Run 1, cell classes on the final placement:
Drawn at 4 px/um. Fill, decap, tap and diode cells in grey.
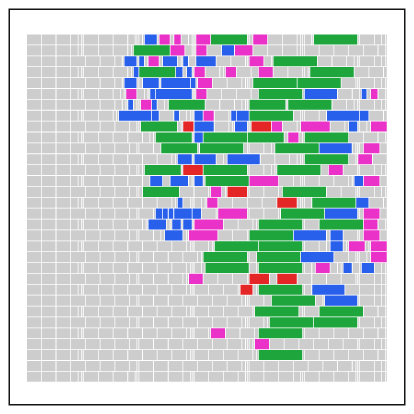
Run 1, routing congestion:
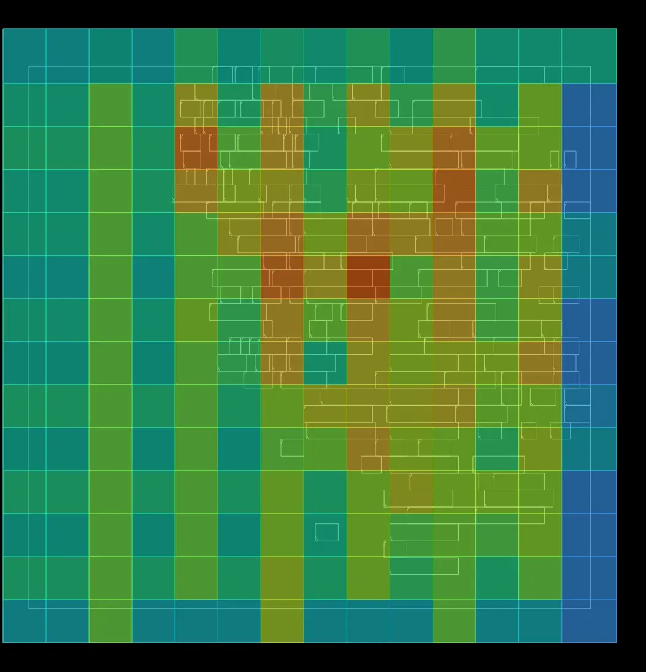
Run 1, PDN straps and rails:
Drawn at 4 px/um. Pins as bars on the die edge.
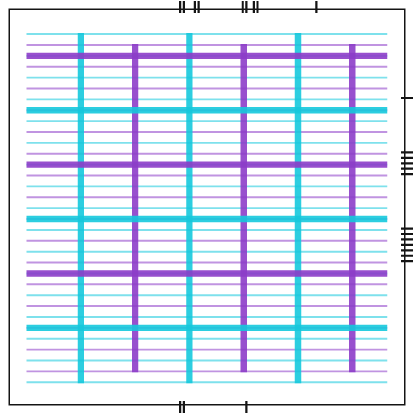
`src/rtl/fiber_feeder_pkg.sv`:
```
// Shared types and defaults for the fiber feeder: coordinate width, FIFO depth
// and the feeder state encoding used by the merger lanes.
package fiber_feeder_pkg;

    localparam int COORD_BITS   = 8;
    localparam int FEEDER_DEPTH = 4;

    typedef enum logic [1:0] {
        FEED_IDLE   = 2'd0,
        FEED_STREAM = 2'd1,
        FEED_DRAIN  = 2'd2,
        FEED_DONE   = 2'd3
    } feed_state_t;

endpackage

```
`src/rtl/fiber_feeder_fifo.sv`:
```
// Circular FIFO of {last, coord} entries with natural pointer wrap and an
// occupancy count; the caller guarantees no push when full without a pop.
module fiber_feeder_fifo #(
    parameter int COORD_W  = 8,
    parameter int DEPTH    = 4,
    parameter int PTR_BITS = 2
) (
    input  logic                clock,
    input  logic                reset,
    input  logic                push,
    input  logic                pop,
    input  logic                push_last,
    input  logic [COORD_W-1:0]  push_coord,
    output logic                head_last,
    output logic [COORD_W-1:0]  head_coord,
    output logic                full,
    output logic                empty
);

    logic [PTR_BITS-1:0] rd_ptr;
    logic [PTR_BITS-1:0] wr_ptr;
    logic [PTR_BITS:0]   count;
    logic [COORD_W:0]    mem [DEPTH];

    // Storage carries no reset: stale entries are hidden by count == 0.
    always_ff @(posedge clock) begin
        if (push) begin
            mem[wr_ptr] <= {push_last, push_coord};
        end
    end

    always_ff @(posedge clock or negedge reset) begin
        if (!reset) begin
            rd_ptr <= '0;
            wr_ptr <= '0;
            count  <= '0;
        end else begin
            if (push) begin
                wr_ptr <= wr_ptr + 1'b1;
            end
            if (pop) begin
                rd_ptr <= rd_ptr + 1'b1;
            end
            case ({push, pop})
                2'b10:   count <= count + 1'b1;
                2'b01:   count <= count - 1'b1;
                default: count <= count;
            endcase
        end
    end

    assign {head_last, head_coord} = mem[rd_ptr];
    assign full  = (count == (PTR_BITS+1)'(DEPTH));
    assign empty = (count == '0);

endmodule

```
`src/rtl/fiber_feeder.sv`:
```
// Producer side of one merger lane: buffers a fiber's coordinates, presents the
// head (or an all-ones sentinel) and tracks fiber completion and underflow.
module fiber_feeder
    import fiber_feeder_pkg::*;
#(
    parameter int FEEDER_COORD_BITS = COORD_BITS,
    parameter int FEEDER_DEPTH      = fiber_feeder_pkg::FEEDER_DEPTH,
    parameter int FEEDER_PTR_BITS   = 2
) (
    input  logic                         clock,
    input  logic                         reset,
    input  logic [FEEDER_COORD_BITS-1:0] load_coord,
    input  logic                         load_last,
    input  logic                         load_valid,
    output logic                         load_ready,
    output logic [FEEDER_COORD_BITS-1:0] coord,
    output logic                         head_valid,
    input  logic                         fetch_next,
    output logic                         fiber_done,
    output logic                         underflow
);

    feed_state_t                  state;
    logic                         push;
    logic                         pop;
    logic                         full;
    logic                         empty;
    logic                         head_last;
    logic [FEEDER_COORD_BITS-1:0] head_coord;

    assign head_valid = !empty;
    assign pop        = fetch_next && head_valid;
    // A pop frees a slot in the same cycle, so a full FIFO can still accept.
    assign load_ready = (!full || pop) && (state != FEED_DRAIN);
    assign push       = load_valid && load_ready;
    assign coord      = head_valid ? head_coord : {FEEDER_COORD_BITS{1'b1}};

    fiber_feeder_fifo #(
        .COORD_W  (FEEDER_COORD_BITS),
        .DEPTH    (FEEDER_DEPTH),
        .PTR_BITS (FEEDER_PTR_BITS)
    ) u_fifo (
        .clock      (clock),
        .reset      (reset),
        .push       (push),
        .pop        (pop),
        .push_last  (load_last),
        .push_coord (load_coord),
        .head_last  (head_last),
        .head_coord (head_coord),
        .full       (full),
        .empty      (empty)
    );

    always_ff @(posedge clock or negedge reset) begin
        if (!reset) begin
            state      <= FEED_IDLE;
            fiber_done <= 1'b0;
            underflow  <= 1'b0;
        end else begin
            if (fetch_next && !head_valid) begin
                underflow <= 1'b1;
            end
            case (state)
                FEED_IDLE, FEED_STREAM, FEED_DONE: begin
                    if (push) begin
                        state      <= load_last ? FEED_DRAIN : FEED_STREAM;
                        fiber_done <= 1'b0;
                    end
                end
                FEED_DRAIN: begin
                    if (pop && head_last) begin
                        state      <= FEED_DONE;
                        fiber_done <= 1'b1;
                    end
                end
                default: state <= FEED_IDLE;
            endcase
        end
    end

endmodule
```
`config.mk`:
```
export PLATFORM = sky130hd
export DESIGN_NAME = fiber_feeder
export DESIGN_NICKNAME = d
export VERILOG_FILES = /design/src/rtl/fiber_feeder_pkg.sv /design/src/rtl/fiber_feeder_fifo.sv /design/src/rtl/fiber_feeder.sv
export SDC_FILE = /design/constraint.sdc
export NUM_CORES = 1
export LEC_CHECK = 0
export CORE_MARGIN = 4
export CORE_UTILIZATION = 24
export CTS_BUF_LIST = sky130_fd_sc_hd__clkbuf_4 sky130_fd_sc_hd__clkbuf_8
export DETAILED_ROUTE_END_ITERATION = 8
export SLEW_MARGIN = 20
export SYNTH_ARGS = -nofsm -noshare
export SYNTH_HDL_FRONTEND = slang
export SYNTH_HIERARCHICAL = 1
export SYNTH_SLANG_ARGS = --single-unit
```
`constraint.sdc`:
```
create_clock -name clock -period 2 [get_ports clock]
set_clock_uncertainty 0.05 [all_clocks]
set_input_delay 0.4 -clock clock [delete_from_list [all_inputs] [get_ports clock]]
set_output_delay 0.4 -clock clock [all_outputs]
set_load 0.02 [all_outputs]
```
==> run_results.csv, run 1 <==
group,metric,value,unit
status,status,"complete, but fails checks",
status,violations,"setup timing",
timing,max_slew_margin,65.5,%
floorplanning,chip_area,0.00970,mm2
floorplanning,num_io_pins,25,
logic_synthesis,netlist_area,0.00197,mm2
final_layout,final_nets,175,
pwr,p_leak,0.994,nW
setup_path,cp.arrival,1700,ps
logic_synthesis,synth_flops,47,
timing,final.setup.worst_slack,-145,ps
clock_tree,worstSkewPairLatency,290,ps
drt,drt_iter0_drc,39,
logic_synthesis,synthCells,110,
logic_synthesis,top_area_share,55.0,%
floorplanning,dieHeight,98.5,um
grt,grt_max_degree,15,
drt,antenna_left,0,
pwr,power_density,1470,mW/mm2
setup_path,cp-end-kind,"output port",
floorplanning,fp.coreArea,0.00785,mm2
final_layout,n_fill_cell,770,
logic_synthesis,synth-edff-count,36,
clock_tree,hold_buffers,0,
pwr,ir_worst_vdd,0.412,mV
pwr,p_switching,0.00123,W
placed_design,gp_congestion,0.710,
logic_synthesis,synth.top_cells.by_count,"edfxtp_1, dfrtp_1, inv_1",
timing,setup_viol,8,
job,drv_cap,0,
grt,grt_remaining_overflow,0,
setup_path,timing.critical_path.required,1550,ps
## Picture notes: 'cell classes on the final placement'
| colour | class | cells | share of their area |
|---|---|---|---|
| magenta | other buffers and delay cells | 42 | 18% |
| green | flip-flops | 47 | 54% |
| blue | all other logic | 60 | 25% |
| red | clock drivers and dummy loads | 8 | 3.9% |

## Picture notes: 'routing congestion'
Final Core Density: 33.7%
met3 usage: 1.70%
grt met1 use: 7.88%

## Picture notes: 'PDN straps and rails'
| colour | net |
|---|---|
| purple | VDD |
| cyan | VSS |
met1 rails: 33
signal pins: 25

-- run 1: path summary, 6_finish.rpt --
kind                       slack (ps)                to  depth (start not counted)
max in group asynchronous        1160  u_fifo/rd_ptr[0]                          1
min reg2reg                       410         underflow                          1
min                               370         underflow                          2
min in group asynchronous         390        fiber_done                          1
max                              -150          coord[1]                          4
max reg2reg                        40   u_fifo/count[2]                         10
-- run 1: placed cells by master, fill, tap and decap left out, drive strengths merged, types with 2 or more instances in the layout --
cell,n
xor2,4
mux4,9
o21ai,2
or2,8
clkdlybuf4s50,13
nor2,2
and2,4
clkbuf,9
inv,9
a31oi,2
xnor2,2
ha,5
buf,26
nand2,3
dfrtp,11
edfxtp,36
-- run 1: cell families (layout without fill, tap and decap cells) --
| logic type | count (synthesis) | in the layout | share of synthesized area, % |
|---|---|---|---|
| flip-flops | 47 | 47 | 69.0 |
| AND/OR/NAND/NOR | 21 | 21 | 6.75 |
| buffers and inverters | 12 | 59 | 2.74 |
| multiplexers | 11 | 11 | 11.8 |
| AND-OR/OR-AND | 7 | 7 | 2.86 |
| adder cells (fa/ha/maj) | 6 | 6 | 4.20 |
| XOR/XNOR | 6 | 6 | 2.67 |
-- run 1: through the flow --
stage | std cells | utilization [%]
floorplan | 110 | -
global placement | 249 | 32.0
detailed placement | 249 | 32.0
CTS | 258 | 33.4
global route | 259 | 33.7
finish | 259 | 33.7
-- run 1: critical path, stage by stage, from the launching register on --
cell and delay (ps):
dfrtp_1 400, buf_12 150, mux4_2 490, or2_4 240, buf_6 130
-- run 1: power by group through the flow --
stage / Sequential [W] / Clock [W] / Combinational (W)
4_1_cts: 0.00146 / 0.000609 / 0.00181
2_1_floorplan: 0.00143 / 0 / 0.00104
3_5_place_dp: 0.00148 / 0 / 0.00176
6_report: 0.00145 / 0.000587 / 0.00185
5_1_grt: 0.00149 / 0.000661 / 0.00201
3_3_place_gp: 0.00148 / 0 / 0.00174
-- run 1: per-layer routing --
layer  up-vias  global-route usage, %  wire (um)
li1        495                      -          -
met1       499                   7.88       1330
met2        26                   12.4       1590
met3         5                   1.70        107
met4         0                   3.78         80
met5         -                      0          0
-- run 1: flip-flops by register name (all words and copies together) (netlist names) --
signal         flops
fiber_done         1
u_fifo/mem        36
underflow          1
u_fifo/count       3
state              2
u_fifo/wr_ptr      2
u_fifo/rd_ptr      2
-- run 1: area by class of cell --
class	instances	share of cell area [%]
timing repair buffer	42	16.7
inverter	9	1.28
multi-input combinational	51	22.2
tap	102	4.83
sequential	47	51.3
clock buffer	7	3.41
clock inverter	1	0.331
-- run 1: repair_timing --
item,in CTS,in global routing
gates resized,52,12
pin swaps,4,3
buffers inserted,1,1
setup endpoints to repair,11,12
Run 1, routed clock nets over the placement:
Drawn at 6 px/um.
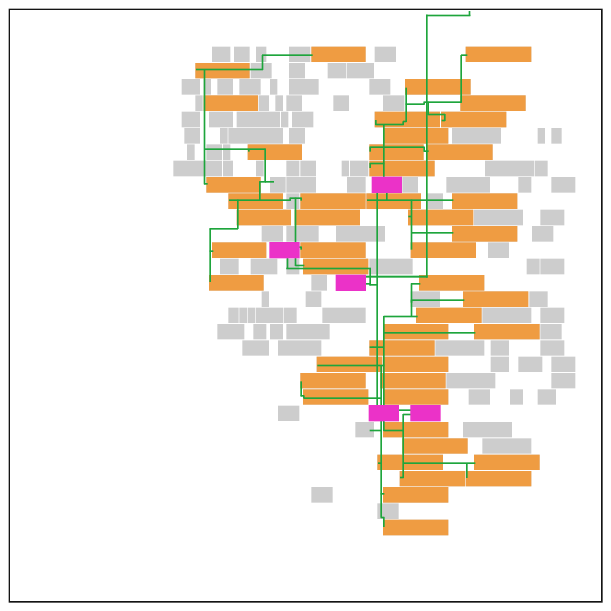

==> run 2, diff against run 1 <==
--- a/config.mk
+++ b/config.mk
@@ -9,6 +9,8 @@
 export CORE_UTILIZATION = 24
 export CTS_BUF_LIST = sky130_fd_sc_hd__clkbuf_4 sky130_fd_sc_hd__clkbuf_8
 export DETAILED_ROUTE_END_ITERATION = 8
+export MAX_ROUTING_LAYER = met4
+export SETUP_SLACK_MARGIN = 0.3
 export SLEW_MARGIN = 20
 export SYNTH_ARGS = -nofsm -noshare
 export SYNTH_HDL_FRONTEND = slang
Run 2, routed clock nets over the placement:
Drawn at 6 px/um.
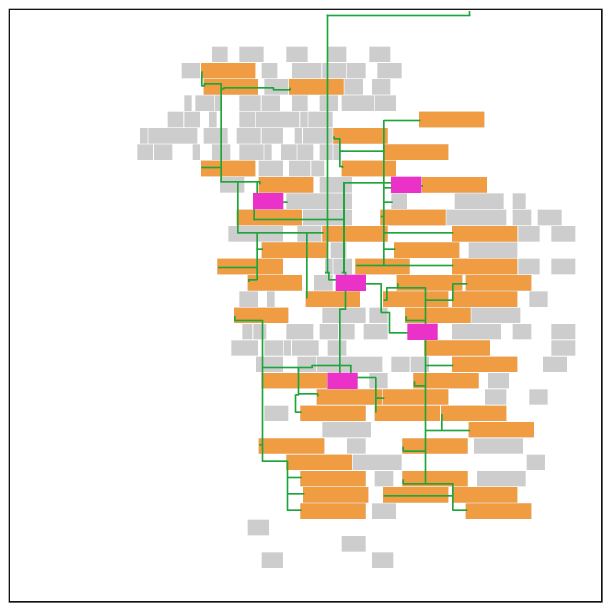
[orange] flip-flops | count: 47
[magenta] cells driving clock nets | count: 5
[green] clock wires | length: 530 um
routed clock nets: 6

Run 2, PDN straps and rails:
Drawn at 4 px/um. Pins as bars on the die edge.
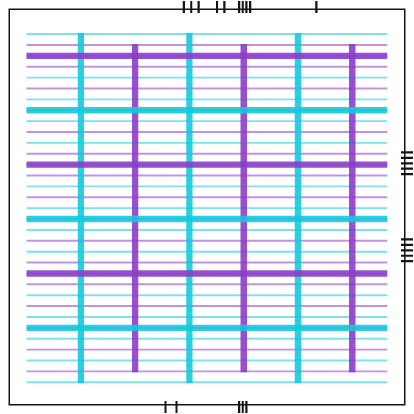
| colour | net |
|---|---|
| purple | VDD |
| cyan | VSS |
met4 straps: 6
met1 rails: 33
rows: 32
signal pins: 25

==> run_results.csv, run 2 <==
group,metric,value,unit
setup_path,cp.arrival,1710,ps
timing,final.setup.worst_slack,-161,ps
floorplanning,fp.coreArea,0.00785,mm2
timing,max_slew_margin,64.6,%
setup_path,path_cells,"buf_12 -> mux4_2 -> or2_4 -> buf_6",
status,status,"complete, but fails checks",
logic_synthesis,top_area_share,55.0,%
pwr,ir_worst_vdd,0.467,mV
drt,antenna_left,0,
final_layout,largest_reg_flops,36,
clock_tree,clock_tree.root_cell,"clkbuf_8",
logic_synthesis,netlist_area,0.00197,mm2
drt,wl,3.85,mm
drt,top_layer,"met4",
drt,wl_met2,2.10,mm
clock_tree,worstSkewPairLatency,290,ps
placed_design,gp_congestion,0.659,
status,violations,"setup timing",
floorplanning,num_io_pins,25,
final_layout,layout_top_cell,"edfxtp_1",
setup_path,timing.critical_path.required,1550,ps
final_layout,n_fill_cell,763,
logic_synthesis,synthCells,110,
setup_path,cp_slowest_cell,"mux4_2",
setup_path,critical_path.max_stage_delay,490,ps
grt,grt_remaining_overflow,0,
setup_path,cp-end-kind,"output port",
floorplanning,dieHeight,98.5,um
job,drv_cap,0,
final_layout,lay_top_cells,"edfxtp_1, buf_6, dfrtp_1, clkdlybuf4s50_1, buf_4",
pwr,p_leak,1.07,nW
timing,setup_viol,8,
logic_synthesis,synth.top_cells.by_count,"edfxtp_1, dfrtp_1, inv_1",
logic_synthesis,synth_flops,47,
drt,wl_met3,120,um
final_layout,final_nets,185,
grt,grt_max_degree,16,
final_layout,largest_register,"u_fifo/mem",
pwr,power_density,1610,mW/mm2
job,warning_count,32,
drt,drt_iter0_drc,27,
run 2: cell count changes in the layout (fill, tap and decap cells not counted), moves of 3 or more:
cell and change:
buf_6 +12, buf_12 -4, or2_4 +3, dlygate4sd2_1 +3, or2_1 -3, and2_4 +8, inv_1 -3, and2_1 -4
run 2: what timing repair did:
item / 4_1_cts / 5_1_grt
endpoints found under the setup margin: 50 / 49
pin swaps: 10 / 8
hold buffers: 0 / 0
endpoints found under the hold margin: 0 / 0
cloned: 5 / 1
buffers inserted: 6 / 5
resized: 80 / 17
run 2: worst paths after layout:
check / startpoint / to / slack [ps] / cells after the start
setup / recovery: u_fifo/rd_ptr[0] / coord[1] / -160 / 4
hold / removal: reset / underflow / 400 / 1
setup reg to reg: u_fifo/count[2] / u_fifo/count[2] / 20 / 10
hold reg to reg: underflow / underflow / 410 / 1
max in group asynchronous: reset / u_fifo/wr_ptr[1] / 1150 / 1
min in group clock: underflow / underflow / 410 / 1
run 2: critical path, delay by kind of cell, from the launching register on:
kind / cells / cell delay (ps)
and+or+nand+nor: 1 / 240
buffers and inverters: 2 / 280
DFF: 1 / 400
muxes: 1 / 490
run 2: power breakdown:
part / switching, W / internal, W
sequential: 0.000153 / 0.00131
combinational: 0.000935 / 0.00131
clock: 0.000311 / 0.000498
total: 0.00140 / 0.00312
run 2: cells by family after synthesis:
logic type | share of synthesized area [%]
compound gates | 2.86
xor+xnor | 2.67
fa+ha+maj | 4.20
buf+inv | 2.74
flops | 69.0
mux | 11.8
simple gates | 6.75
run 2: stage by stage:
step           std cells  hold WS (ps)  power, W  utilization (%)
2_1_floorplan        110          54.4   0.00258                -
3_5_place_dp         244           396   0.00325             31.1
6_report             269           399   0.00452             35.9
3_3_place_gp         244           400   0.00324             31.1
4_1_cts              263           411   0.00439             34.6
5_1_grt              269           431   0.00478             35.9
run 2: layout make-up:
type / instances / area, um2 / area share, %
clock buffers: 5 / 68.8 / 2.44
clock inverters: 3 / 67.6 / 2.40
flip-flops and latches: 47 / 1360 / 48.2
repair buffers: 48 / 507 / 18.0
multi-input cells: 55 / 649 / 23.1
well taps: 102 / 128 / 4.53
inverters: 9 / 38.8 / 1.38
run 2: layer usage:
metal	track usage, %	vias up
li1	-	519
met5	-	-
met2	14.0	17
met1	9.31	546
met3	2.41	5
met4	3.47	0
Power is estimated from default activity; no workload was simulated.
